Fig. 1: run 1, congestion heat map
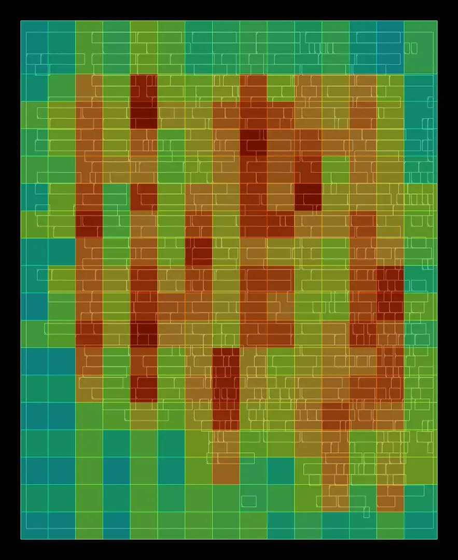
Fig. 2: run 1, I/O nets highlighted
Drawn at 4 px/um.
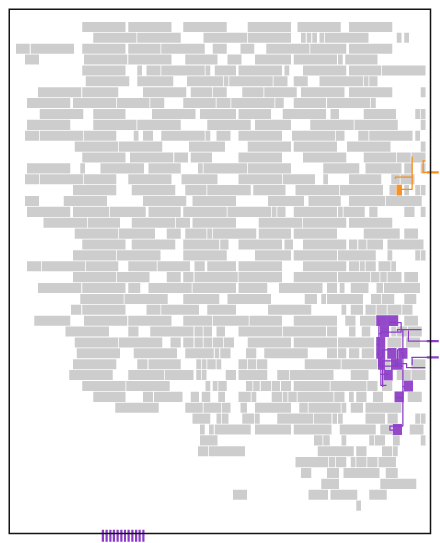
Fig. 3: run 1, wiring heat map
Drawn at 3 px/um. 21 x 26 tiles, from white (low) to dark blue (high), scaled to the fullest tile. Values are wire area over tile area, all layers added.
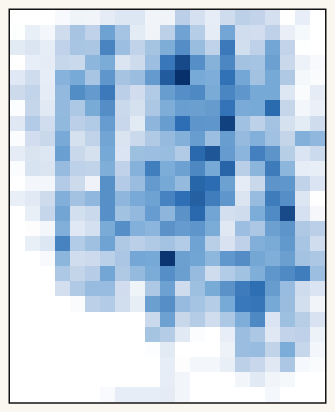
==> config.mk <==
export PLATFORM = sky130hd
export DESIGN_NAME = uart_tx_sched_flat
export DESIGN_NICKNAME = d
export VERILOG_FILES = /design/src/rtl/uart_tx_pkg.sv /design/src/rtl/uart_tx_sched_if.sv /design/src/rtl/uart_tx_fifo.sv /design/src/rtl/uart_tx_sched.sv /design/src/flat_wrapper.sv
export SDC_FILE = /design/constraint.sdc
export NUM_CORES = 1
export LEC_CHECK = 0
export CORE_ASPECT_RATIO = 1.25
export CORE_UTILIZATION = 49
export DETAILED_ROUTE_END_ITERATION = 12
export MAX_ROUTING_LAYER = met4
export PLACE_DENSITY = 0.76
export SYNTH_ARGS = -nofsm -noshare
export SYNTH_HDL_FRONTEND = slang
export SYNTH_SLANG_ARGS = --single-unit
export TNS_END_PERCENT = 5
==> constraint.sdc <==
create_clock -name clk -period 2.6 [get_ports clk]
set_input_delay 0.52 -clock clk [delete_from_list [all_inputs] [get_ports clk]]
set_output_delay 0.52 -clock clk [all_outputs]
set_load 0.03 [all_outputs]
==> results.toml <==
# synthesis and place-and-route metrics
[synthesis]
synth.area.mux_share = 0.124
syn-cell-area_sq_um = 6490
synth_top_cell_by_count = "sky130_fd_sc_hd__edfxtp_1"
logic_family = "multiplexers"
synth-compound-area-share = 0.0356
postSynthAreaPerCell_sq_um = 17.6
distinct_lib_cells_used = 49
portion_of_synthesized_cell_area_occupied_by_the_leading_cell_type = 0.592
ys_seq_share = 0.684
edf_count = 128
synth-cells-yosys = 370
synth_async_sr_flop_share = 0.158
synth.yosys.warnings = 0
synthFlopType = "sky130_fd_sc_hd__edfxtp_1"
yosys_chip_area_sq_um = 6490
synthTopCellsByCount = "sky130_fd_sc_hd__edfxtp_1 (128), sky130_fd_sc_hd__mux4_2 (30), sky130_fd_sc_hd__buf_4 (27)"
yosys_register_bits = 152
syn-instance-count = 370
post-synth-top-area-cell = "sky130_fd_sc_hd__edfxtp_1"
ys_top_cells_by_area = "sky130_fd_sc_hd__edfxtp_1 (59%), sky130_fd_sc_hd__mux4_2 (10%), sky130_fd_sc_hd__dfrtp_1 (9.2%)"
fa_ha_area_frac = 0.0243
fraction_of_synthesized_cell_area_in_xor_and_xnor_cells = 0.00944
yosys.area_share.simple = 0.0644

[drt]
ant_nets = 0
m1WireLength_um = 5170
drt_pass_1_iters = 5
top_layer = "met4"
routed_via_density = 5.50
met2RoutedLength_um = 6890
total_length_of_routed_met3_wires_um = 763
starting_drt_drc_count = 258
drc = 0

[final_timing]
fin_ws_ns = -0.00631
slew_viol_final = 0
finalSetupTns_ns = -0.00631
worst-slew-pin-transition_ns = 0.720
timing.final.setup_violations = 1
post-route-period-util = 1.00
skew_ns = 0.00937
hold_violations = 0
fmaxAchievable_mhz = 384
worst_hold_slack_ns = 0.475
worst_slew_margin_rel = 0.520
fin_crit_ns = 2.61
rsz_0062_raised_after_global_routing = "true"

[power]
vdd.ir_drop.worst_mv = 0.632
power-top-group = "registers"
power_sequential_mw = 3.09
power_switching_mw = 2.66
part_of_the_total_power_dissipated_in_sequential_elements = 0.364
power.density_nw_per_um2 = 1070
report.power.total_mw = 8.49
p_leak_nw = 2.81
internal-power_mw = 5.83
p_comb_frac = 0.349
power_frac_clock = 0.287
comb_power_mw = 2.96
netSwitchingFraction = 0.313
power_clock_mw = 2.44

[cts]
ctsHtreeMaxLevel = 4
path_clk_slew_ns = 0.06
numClockSinks = 152
clock_tree.root_cell = "sky130_fd_sc_hd__clkbuf_16"
cts-buffers-inserted = 17
clk-insertion-delay-late_ns = 0.42
max-clock-path-buffers = 2
tritoncts = "built"

[cells_and_area]
largest_register_ffs = 128
area_growth_syn_to_layout_pct = 22.0
antenna_cells = 0
final_instance_count_excl_fillers = 630
finalCoreUtilization = 0.617
seq_cells = 152
sequential_share_of_cell_area = 0.561
fillCellCount = 872
non_clock_buffer_area_share = 0.0978
nNetsFinal = 511
nMultiInputCombCells = 184
ff_latch_area_sq_um = 4450
combGateArea_sq_um = 1840
fraction_of_final_layout_cells_sized_beyond_drive_strength_1 = 0.286
final_design_area_no_fill_sq_um = 7920
layout.non_clock_buffers = 78
biggestCellCategory = "flip-flops and latches"
fraction_of_area_in_multi_input_gates = 0.232
num-nonclk-inverters = 16
nClkBuffers = 20
clock_cell_area_share = 0.0741

[die]
chip_area_sq_um = 13700
die-height_um = 131
fp-row-count = 46
nWellTaps = 168
fp-utilization = 0.506
floorplan.core_area_sq_um = 12800
die_width_um = 105

[worst_setup_path]
critPathKind = "register to register"
cp_slowest_stage_delay_ns = 0.49
crit_path_cell_trace = "inv_2 -> ha_4 -> or4b_4 -> nand2_4 -> inv_4 -> ha_4 -> inv_4 -> ha_4 -> inv_2 -> fa_2 -> nor2b_4 -> o21bai_4 -> a21oi_2 -> nor3b_2"
cp.depth = 14
worst_ep_required_time_ns = 2.88
critical_path_peak_fanout = 2
reg2regPathDepth = 14
cp_data_arrival_time_ns = 2.89
cp_slowest_cell = "sky130_fd_sc_hd__or4b_4"
path_delay_family = "adder cells"
crit_path_start_kind = "register"
crit_path_frequent_cell = "sky130_fd_sc_hd__ha_4"
r2r_slack_ns = -0.006
worst-path-buf-inv = 4
timing.critical_path.to_type = "register"

[status]
failed_checks = "negative setup slack"
run_status = "complete, but fails checks"

[run]
timing.max_cap.violations = 0
openroad.warnings = 68

[grt]
grt_pass1_vias = 3543
grt_remaining_overflow = 0
global_route_track_usage_on_met2 = 0.350
busiest_layer = "met2"
initial_antenna_violation_count = 1
global_route.usage.met3 = 0.0432
pin_count_of_the_biggest_net_entering_global_routing = 25
grt_first_pass_wirelength_um = 20100

[min_path]
hold_path_class = "input port to asynchronous set/reset pin"

[placed_design]
hpwlAfterDp_um = 8370
placedInstanceArea_sq_um = 7260
placed_cells_incl_taps = 593
worst_slack_at_placement_ns = -0.287
gpl.final_weighted_congestion = 0.755
## Picture notes: Fig. 1
detail-routed net length per standard cell: 20.9 um
total routing usage reported by global routing: 0.212
met1 Resource Use GR: 0.248

## Picture notes: Fig. 2
port	colour	direction	edge	end cells	buffers	wire
`bus_io_wordaddr`	purple	input	12 bottom, 2 right	13	4	121 um
`bus_uart_valid`	orange	output	right	1	1	20.1 um
Top Ports: 91
Port Buffers: 31

## Picture notes: Fig. 3
emptiest ninth of the die	bottom left
tiles over half the peak	22%
densest ninth of the die	middle
number of vias in the routed layout: 3463
wirelength, routed: 13100 um

==> run 1: timing repair <==
item | 4_1_cts | 5_1_grt
buffers inserted | 0 | 5
pin swaps | 0 | 7
resized | 2 | 10
endpoints found under the setup margin | 3 | 1
hold buffers | 0 | 0
==> run 1: layout by cell type, fill, tap and decap left out, drive strengths merged, types with 2 or more instances in the layout <==
cell type,instances
clkbuf,20
nor2b,5
and2,16
dfrtp,24
clkinvlp,3
conb,24
xnor2,4
clkinv,4
bufinv,3
a221oi,7
o21ai,3
xor2,3
nor2,21
nand3,5
nand2b,2
nor3,3
a21oi,3
nor3b,3
o22ai,7
inv,18
edfxtp,128
mux4,32
mux2i,8
ha,11
and3,3
nand2,6
clkdlybuf4s50,29
buf,47
nor4,4
No activity file was given, so power comes from the tool's default toggle rates.
